$ cat config.mk
export PLATFORM = sky130hd
export DESIGN_NAME = sigma_delta_dac
export DESIGN_NICKNAME = d
export VERILOG_FILES = /design/src/rtl/sigma_delta_pkg.sv /design/src/rtl/cic_comb.sv /design/src/rtl/cic_integrator.sv /design/src/rtl/sigma_delta_mod1.sv /design/src/rtl/sigma_delta_dac.sv
export SDC_FILE = /design/constraint.sdc
export NUM_CORES = 1
export LEC_CHECK = 0
export CAP_MARGIN = 20
export CORE_ASPECT_RATIO = 0.6
export CORE_MARGIN = 2
export CORE_UTILIZATION = 48
export CTS_CLUSTER_SIZE = 25
export DETAILED_ROUTE_END_ITERATION = 10
export PLACE_DENSITY = 0.7
export SLEW_MARGIN = 20
export SYNTH_ARGS = -nofsm -noshare
export SYNTH_HDL_FRONTEND = slang
export SYNTH_SLANG_ARGS = --single-unit
$ cat constraint.sdc
create_clock -name clk -period 3.4 [get_ports clk]
set_clock_uncertainty 0.05 [all_clocks]
set_input_delay 1.02 -clock clk [delete_from_list [all_inputs] [get_ports clk]]
set_output_delay 1.02 -clock clk [all_outputs]
set_load 0.05 [all_outputs]
$ cat src/rtl/sigma_delta_pkg.sv
// Shared sigma-delta helpers: frame-counter and CIC sizing used by both the ADC and the DAC,
// plus the per-strobe action encoding of the DAC sample path.
package sigma_delta_pkg;

    function automatic int frame_cnt_width(input int osr);
        return (osr > 1) ? $clog2(osr) : 1;
    endfunction

    // One extra bit carries the sign of the comb differences.
    function automatic int cic_width(input int bitlen, input int stages, input int osr);
        return bitlen + stages * $clog2(osr) + 1;
    endfunction

    function automatic int cic_shift(input int stages, input int osr);
        return (stages - 1) * $clog2(osr);
    endfunction

    typedef enum logic [2:0] {
        ACT_NONE,
        ACT_STORE,
        ACT_RELOAD,
        ACT_DIRECT,
        ACT_UNDERRUN
    } frame_action_e;

endpackage

$ cat src/rtl/cic_comb.sv
// CIC comb stage: difference against the previous enabled sample, delay advanced on en_i only.
module cic_comb #(
    parameter int WIDTH = 33
) (
    input  logic                    clk,
    input  logic                    rst,
    input  logic                    en_i,
    input  logic signed [WIDTH-1:0] data_i,
    output logic signed [WIDTH-1:0] data_o
);

    logic signed [WIDTH-1:0] dly_q;

    always_ff @(posedge clk) begin
        if (rst) begin
            dly_q <= '0;
        end else if (en_i) begin
            dly_q <= data_i;
        end
    end

    assign data_o = data_i - dly_q;

endmodule

$ cat src/rtl/cic_integrator.sv
// CIC integrator stage: registered running sum, wraps modulo 2^WIDTH by design.
module cic_integrator #(
    parameter int WIDTH = 33
) (
    input  logic                    clk,
    input  logic                    rst,
    input  logic signed [WIDTH-1:0] data_i,
    output logic signed [WIDTH-1:0] data_o
);

    logic signed [WIDTH-1:0] acc_q;

    always_ff @(posedge clk) begin
        if (rst) begin
            acc_q <= '0;
        end else begin
            acc_q <= acc_q + data_i;
        end
    end

    assign data_o = acc_q;

endmodule

$ cat src/rtl/sigma_delta_mod1.sv
// First-order 1-bit modulator: the accumulator carry is the output bit.
module sigma_delta_mod1 #(
    parameter int WIDTH = 16
) (
    input  logic             clk,
    input  logic             rst,
    input  logic [WIDTH-1:0] x,
    output logic             pin
);

    logic [WIDTH:0] acc_q;
    logic [WIDTH:0] sum;

    // The carry is dropped before each add, so the sum can never exceed WIDTH+1 bits.
    assign sum = {1'b0, acc_q[WIDTH-1:0]} + {1'b0, x};

    // NOTE: state registers use non-blocking assignments so every flop samples pre-edge values.
    always_ff @(posedge clk) begin
        if (rst) begin
            acc_q <= '0;
        end else begin
            acc_q <= sum;
        end
    end

    assign pin = acc_q[WIDTH];

endmodule

$ cat src/rtl/sigma_delta_dac.sv
// Sigma-delta DAC: one-entry sample buffer, frame-rate reload, first-order modulator.
// Optional CIC interpolation between active sample and modulator: SIGMA_DELTA_DAC_INTERP_EN.
module sigma_delta_dac
    import sigma_delta_pkg::*;
#(
    parameter int OVERSAMPLE_RATE = 256,
    parameter int DAC_BITLEN      = 16,
    parameter int CIC_STAGES      = 2
) (
    input  logic                  clk,
    input  logic                  rst,
    input  logic [DAC_BITLEN-1:0] dac_input,
    input  logic                  dac_valid,
    output logic                  dac_ready,
    output logic                  dac_pin,
    output logic                  dac_underrun
);

    localparam int FW = frame_cnt_width(OVERSAMPLE_RATE);
    localparam logic [FW-1:0] LAST_POS = FW'(OVERSAMPLE_RATE - 1);

    if (OVERSAMPLE_RATE < 4 || (OVERSAMPLE_RATE & (OVERSAMPLE_RATE - 1)) != 0 || CIC_STAGES < 1)
    begin : g_bad_cfg
        $error("sigma_delta_dac: OVERSAMPLE_RATE must be a power of two >= 4, CIC_STAGES >= 1");
    end

    logic [FW-1:0]         cnt_q, cnt_d;
    logic                  full_q, full_d;
    logic [DAC_BITLEN-1:0] buf_q, buf_d;
    logic [DAC_BITLEN-1:0] active_q, active_d;
    logic                  underrun_q, underrun_d;
    logic                  strobe;
    logic                  accept;
    logic [DAC_BITLEN-1:0] mod_x;
    frame_action_e         action;

    assign strobe    = (cnt_q == LAST_POS);
    assign dac_ready = !full_q && !rst;
    assign accept    = dac_valid && dac_ready;

    // NOTE: every signal driven here gets its default first, so no path can infer a latch.
    always_comb begin
        action     = ACT_NONE;
        cnt_d      = cnt_q + FW'(1);
        full_d     = full_q;
        buf_d      = buf_q;
        active_d   = active_q;
        underrun_d = 1'b0;

        if (strobe) begin
            if (full_q) begin
                action = ACT_RELOAD;
            end else if (accept) begin
                action = ACT_DIRECT;
            end else begin
                action = ACT_UNDERRUN;
            end
        end else if (accept) begin
            action = ACT_STORE;
        end

        case (action)
            ACT_STORE: begin
                buf_d  = dac_input;
                full_d = 1'b1;
            end
            ACT_RELOAD: begin
                active_d = buf_q;
                full_d   = 1'b0;
            end
            ACT_DIRECT:   active_d   = dac_input;
            ACT_UNDERRUN: underrun_d = 1'b1;
            default: ;
        endcase
    end

    always_ff @(posedge clk) begin
        if (rst) begin
            cnt_q      <= '0;
            full_q     <= 1'b0;
            active_q   <= '0;
            underrun_q <= 1'b0;
        end else begin
            cnt_q      <= cnt_d;
            full_q     <= full_d;
            active_q   <= active_d;
            underrun_q <= underrun_d;
        end
    end

    // NOTE: the buffer data needs no reset; it is only read while full_q marks it valid.
    always_ff @(posedge clk) begin
        buf_q <= buf_d;
    end

    assign dac_underrun = underrun_q;

`ifdef SIGMA_DELTA_DAC_INTERP_EN
    localparam int CW        = cic_width(DAC_BITLEN, CIC_STAGES, OVERSAMPLE_RATE);
    localparam int CIC_SHIFT = cic_shift(CIC_STAGES, OVERSAMPLE_RATE);
    localparam logic signed [CW-1:0] X_MAX =
        $signed({{(CW - DAC_BITLEN){1'b0}}, {DAC_BITLEN{1'b1}}});

    logic                 load_q;
    logic signed [CW-1:0] comb_s  [CIC_STAGES+1];
    logic signed [CW-1:0] integ_s [CIC_STAGES+1];
    logic signed [CW-1:0] scaled;

    // Combs run in the cycle after the strobe, when active_q already holds the new sample.
    always_ff @(posedge clk) begin
        if (rst) begin
            load_q <= 1'b0;
        end else begin
            load_q <= strobe;
        end
    end

    assign comb_s[0] = $signed({{(CW - DAC_BITLEN){1'b0}}, active_q});

    for (genvar g = 0; g < CIC_STAGES; g++) begin : g_comb
        cic_comb #(.WIDTH(CW)) u_comb (
            .clk    (clk),
            .rst    (rst),
            .en_i   (load_q),
            .data_i (comb_s[g]),
            .data_o (comb_s[g+1])
        );
    end

    assign integ_s[0] = load_q ? comb_s[CIC_STAGES] : '0;

    for (genvar g = 0; g < CIC_STAGES; g++) begin : g_integ
        cic_integrator #(.WIDTH(CW)) u_integ (
            .clk    (clk),
            .rst    (rst),
            .data_i (integ_s[g]),
            .data_o (integ_s[g+1])
        );
    end

    assign scaled = integ_s[CIC_STAGES] >>> CIC_SHIFT;

    // Overshoot on steps is clipped to the modulator's unsigned range.
    always_comb begin
        if (scaled < 0) begin
            mod_x = '0;
        end else if (scaled > X_MAX) begin
            mod_x = '1;
        end else begin
            mod_x = scaled[DAC_BITLEN-1:0];
        end
    end
`else
    assign mod_x = active_q;
`endif

    sigma_delta_mod1 #(.WIDTH(DAC_BITLEN)) u_mod (
        .clk (clk),
        .rst (rst),
        .x   (mod_x),
        .pin (dac_pin)
    );

endmodule

**Cells colored by class**

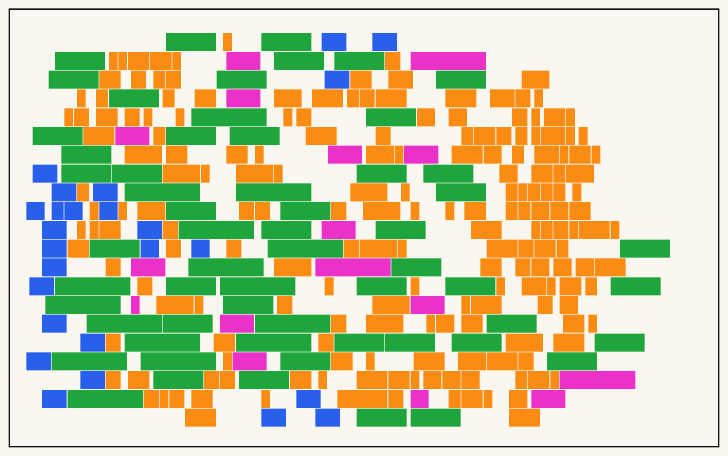
[remaining buffers and delay cells] blue | cells: 25
[clock drivers and dummy loads] magenta | cells: 16
[remaining logic cells] orange | cells: 190
[sequential cells] green | cells: 59

**Signal wires on met3**

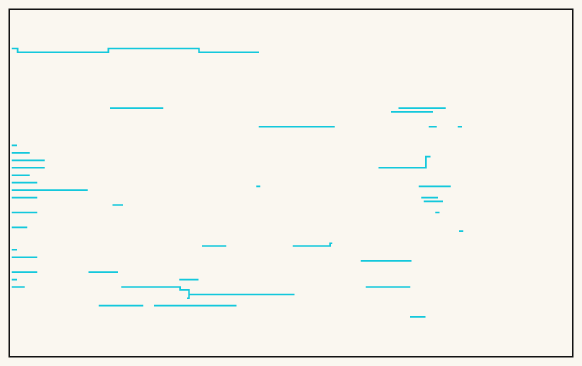
wire length on this layer: 267 um
longest straight run: 19.1 um
main direction: horizontal
share of all routed wire: 4.8%

==> results.rst <==
Physical design figures
=======================

.. list-table::
   :header-rows: 1

   * - Metric
     - Value
   * - NumNets Final
     - 322
   * - Fraction of final layout cells with drive strength greater than 1
     - 15.5%
   * - Clock edge transition at the registers on the reported setup and hold paths
     - 0.06 ns
   * - Flop-to-flop setup slack
     - 0.88 ns
   * - Maximum net fanout on the critical path
     - 3
   * - Core Box Area
     - 5600 sq um
   * - Dominant flop cell
     - dfxtp_1
   * - Worst Hold Margin
     - 0.423 ns
   * - Routed length on met2
     - 2210 um
   * - Placement-stage cell area
     - 3070 sq um
   * - Number of flip-flops in the largest register
     - 17
   * - CP startpoint kind
     - input pin
   * - Clock tree buffer count of the final layout
     - 12
   * - Post-synth EDFFs
     - 16
   * - Number of cell instances on the worst register-to-register path
     - 7
   * - Hold violation total from the final report
     - 0
   * - PD cells
     - 484 nW/um^2
   * - Log Warnings
     - 26
   * - Largest buffer count on any clock path
     - 2
   * - Post-synth area from yosys stat
     - 2800 sq um
   * - Run status
     - complete, no violations
## Yosys cell counts, drive strengths merged, types with 2 or more instances
master  count
a21o       10
nand3       9
nor2b       6
nor2       26
a211oi      2
a21oi       9
o21bai      2
buf         5
clkbuf      7
edfxtp     16
xor2        7
a31oi       3
dfxtp      43
o22ai      16
mux2        4
a221oi     18
inv        20
and3        7
nor3        4
xnor2       7
o21ai       4
nand2       5
ha         17
## logic make-up (layout without fill, tap and decap cells)
group	Yosys count	count (layout)	share of synthesized area, %
flops	59	59	47.9
xor+xnor	14	14	4.38
compound gates	72	72	21.5
mux	5	5	1.97
fa+ha+maj	18	18	8.32
simple gates	61	61	10.9
buf+inv	32	61	5.01
## critical path: cells and delay by family
kind                   cells  cell delay (ns)
buffers and inverters      2             0.33
AND/OR/NAND/NOR            1             0.16
No activity file was given, so power comes from the tool's default toggle rates.
